===== config.mk =====
export PLATFORM = sky130hd
export DESIGN_NAME = wide_add_sequencer
export DESIGN_NICKNAME = d
export VERILOG_FILES = /design/src/rtl/wide_add_sequencer.sv
export SDC_FILE = /design/constraint.sdc
export NUM_CORES = 1
export LEC_CHECK = 0
export ABC_AREA = 0
export CAP_MARGIN = 20
export CORE_UTILIZATION = 49
export DETAILED_ROUTE_END_ITERATION = 6
export PLACE_DENSITY = 0.8
export SLEW_MARGIN = 0
export SYNTH_ARGS = -nofsm -noshare
export SYNTH_HDL_FRONTEND = slang
export SYNTH_SLANG_ARGS = --single-unit

===== constraint.sdc =====
create_clock -name clk -period 3 [get_ports clk]
set_input_delay 0.6 -clock clk [delete_from_list [all_inputs] [get_ports clk]]
set_output_delay 0.6 -clock clk [all_outputs]
set_load 0.1 [all_outputs]

===== src/rtl/wide_add_sequencer.sv =====
// wide_add_sequencer: multi-word unsigned add through one shared external 16-bit adder,
// one word per clock, LSW first, with the carry chained through a register.
`default_nettype none

module wide_add_sequencer #(
  parameter int NUM_WORDS = 4
) (
  input  logic                      clk,
  input  logic                      n_rst,
  input  logic                      start,
  input  logic [16*NUM_WORDS-1:0]   a_in,
  input  logic [16*NUM_WORDS-1:0]   b_in,
  input  logic                      carry_in,
  output logic [15:0]               add_a,
  output logic [15:0]               add_b,
  output logic                      add_cin,
  input  logic [15:0]               add_sum,
  input  logic                      add_cout,
  output logic                      busy,
  output logic                      done,
  output logic [16*NUM_WORDS-1:0]   result,
  output logic                      overflow
);

  localparam int IDX_W = (NUM_WORDS > 1) ? $clog2(NUM_WORDS) : 1;
  localparam logic [IDX_W-1:0] LAST_IDX = IDX_W'(NUM_WORDS - 1);

  typedef enum logic [1:0] {
    S_IDLE = 2'd0,
    S_ADD  = 2'd1,
    S_DONE = 2'd2
  } state_t;

  state_t                      state_q;
  logic [IDX_W-1:0]            idx_q;
  logic [IDX_W-1:0]            idx_d;
  logic [NUM_WORDS-1:0][15:0]  a_q;
  logic [NUM_WORDS-1:0][15:0]  b_q;
  logic [NUM_WORDS-1:0][15:0]  result_q;
  logic [15:0]                 add_a_q;
  logic [15:0]                 add_b_q;
  logic                        add_cin_q;
  logic                        overflow_q;
  logic                        busy_q;
  logic                        done_q;

  assign idx_d = idx_q + 1'b1;

  // add_cin_q doubles as the inter-word carry register: it always holds the carry
  // into the word currently presented to the adder, and is zero outside ADD.
  always_ff @(posedge clk or negedge n_rst) begin
    if (!n_rst) begin
      state_q    <= S_IDLE;
      idx_q      <= '0;
      a_q        <= '0;
      b_q        <= '0;
      result_q   <= '0;
      add_a_q    <= '0;
      add_b_q    <= '0;
      add_cin_q  <= 1'b0;
      overflow_q <= 1'b0;
      busy_q     <= 1'b0;
      done_q     <= 1'b0;
    end else begin
      case (state_q)
        S_IDLE: begin
          done_q <= 1'b0;
          if (start) begin
            a_q        <= a_in;
            b_q        <= b_in;
            idx_q      <= '0;
            result_q   <= '0;
            overflow_q <= 1'b0;
            busy_q     <= 1'b1;
            add_a_q    <= a_in[15:0];
            add_b_q    <= b_in[15:0];
            add_cin_q  <= carry_in;
            state_q    <= S_ADD;
          end
        end
        S_ADD: begin
          result_q[idx_q] <= add_sum;
          if (idx_q == LAST_IDX) begin
            overflow_q <= add_cout;
            busy_q     <= 1'b0;
            done_q     <= 1'b1;
            add_a_q    <= '0;
            add_b_q    <= '0;
            add_cin_q  <= 1'b0;
            state_q    <= S_DONE;
          end else begin
            idx_q     <= idx_d;
            add_a_q   <= a_q[idx_d];
            add_b_q   <= b_q[idx_d];
            add_cin_q <= add_cout;
          end
        end
        S_DONE: begin
          done_q  <= 1'b0;
          state_q <= S_IDLE;
        end
        default: begin
          state_q <= S_IDLE;
        end
      endcase
    end
  end

  assign add_a    = add_a_q;
  assign add_b    = add_b_q;
  assign add_cin  = add_cin_q;
  assign busy     = busy_q;
  assign done     = done_q;
  assign result   = result_q;
  assign overflow = overflow_q;

endmodule

`default_nettype wire


Fig. 1: run 1, the metal 1 layer
Scale bar: 50 µm. Cells faint in the background.
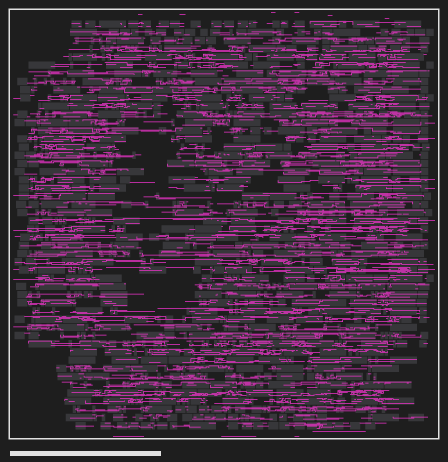
share of all routed wire: 42%
wire length on this layer: 10300 µm
main direction: horizontal
longest straight run: 38.6 µm

Fig. 2: run 1, signal metal coverage by tile
28 x 28 tiles, from white (low) to dark blue (high), scaled to the fullest tile. Values are wire area over tile area, all layers added.
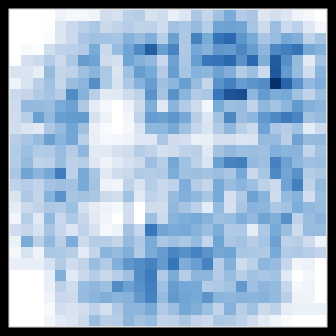
nearly empty tiles: 5.6%
emptiest ninth of the die: south-west
tiles over half the peak: 18%
GR Util All Layers: 24.9%
post-DR wirelength/cell: 17.2 µm
detailed-route via count: 7322

==> results.txt, run 1 <==
fresh numbers from the pnr run: status=completed, drt pass-1 iters=4, Final Wtd Congestion=0.791, Synth mux share=7.60%, Post-synth EDFFs=0, chip width=142 µm, worst endpoint required time=3.38 ns, GRT Max-Usage Layer=met2, post-synth net total=1058, slowest CP cell=ha_2, Clock Power=2.91 mW, max-slew violations=0, placed cells=1370, CP endpoint kind=register, OpenROAD warning count=30, number of global-route vias before repair=7384, Clock power frac=17.4%, r2r endpoint=add_a[4]$_DFFE_PN0P_, diode count=1, Non-CTS buffers=261, placed instance area=0.0120 mm², DP Wirelength=16.0 mm, # setup viols final=0, aoi share=6.69%, core area=0.0190 mm², Num CTS Buffers=24, chip area=0.0202 mm², CP arrival=2.62 ns, sequential share of the synthesized area=60.4%, Top-area cell share=60.4%, Comb gates=615, worst r2r path cells=6, Syn Area/Cell=10.6 µm², Sink Count=232
Fig. 3: run 1, routing congestion
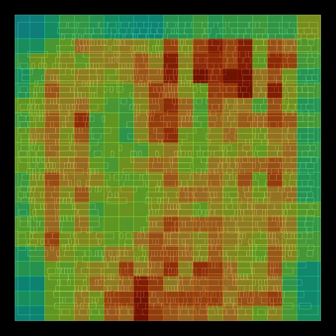
met1 Track Usage GR: 33.4%
grt met2 use: 41.5%
Core Util, Final: 67.2%

Fig. 4: run 1, zoomed window
Scale bar: 5 µm. Window x 97 to 117, y 97 to 117 µm. Cells in gray, sequential cells in the stronger gray; small squares are vias.
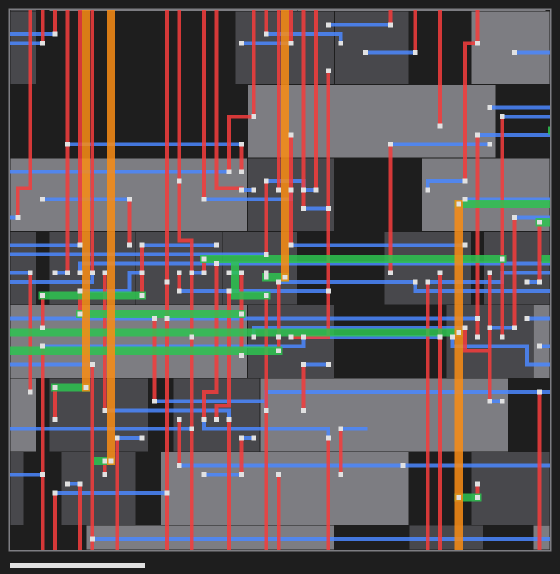
[green] M3
[blue] M1
[orange] M4
[red] M2
netlist names of flops here include: result (6)
most frequent: a22o_1 (7), dfrtp_1 (6), buf_4 (4)
cells with their middle in the window: 19
sequential cells in the window: 6

==> inputs of run 2 (changes only) <==
==> constraint.sdc (replaced) <==
create_clock -name clk -period 2.09 [get_ports clk]
set_input_delay 0.418 -clock clk [delete_from_list [all_inputs] [get_ports clk]]
set_output_delay 0.418 -clock clk [all_outputs]
set_load 0.1 [all_outputs]
Fig. 5: run 2, signal metal coverage by tile
28 x 28 tiles, from white (low) to dark blue (high), scaled to the fullest tile. Values are wire area over tile area, all layers added.
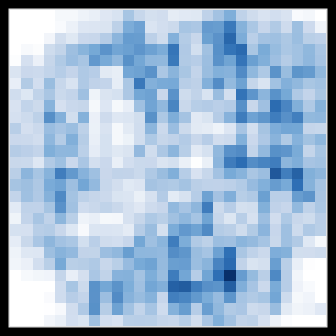
fullest tile: 0.60
nearly empty tiles: 5.1%
tiles over half the peak: 17%
mean over tiles: 0.20

==> run 2 against run 1 <==
Clock skew rose by 0.0061 ns. Clock power rose by about 40%. Final area rose by 1.9%. Count of clock-buffer cells in the layout fell by 1. Flip-flop count did not move. Fmax rose by 21%. Final cell count rose by 0.78%. Routed wire length rose by 0.67%. Worst setup slack got worse by 0.53 ns.
==> results.txt, run 2 <==
fresh numbers from the pnr run: diode count=0, Clock power frac=16.6%, max-slew violations=0, status=completed, r2r endpoint=result[59]$_DFFE_PN0P_, placed cells=1382, core area=0.0190 mm², Syn Area/Cell=10.6 µm², Sink Count=232, chip width=142 µm, slowest CP cell=and3_1, placed instance area=0.0122 mm², grt met2 use=40.4%, chip area=0.0202 mm², aoi share=6.69%, CP arrival=2.30 ns, Core Util, Final=68.5%, Comb gates=615, worst r2r path cells=4, detailed-route via count=7446, number of global-route vias before repair=7386, sequential share of the synthesized area=60.4%, post-DR wirelength/cell=17.2 µm, worst endpoint required time=2.53 ns, Clock Power=4.06 mW, Post-synth EDFFs=0, Top-area cell share=60.4%, DP Wirelength=16.6 mm, Non-CTS buffers=274
Power figures rest on the tool's default switching activity, not on a simulated workload.
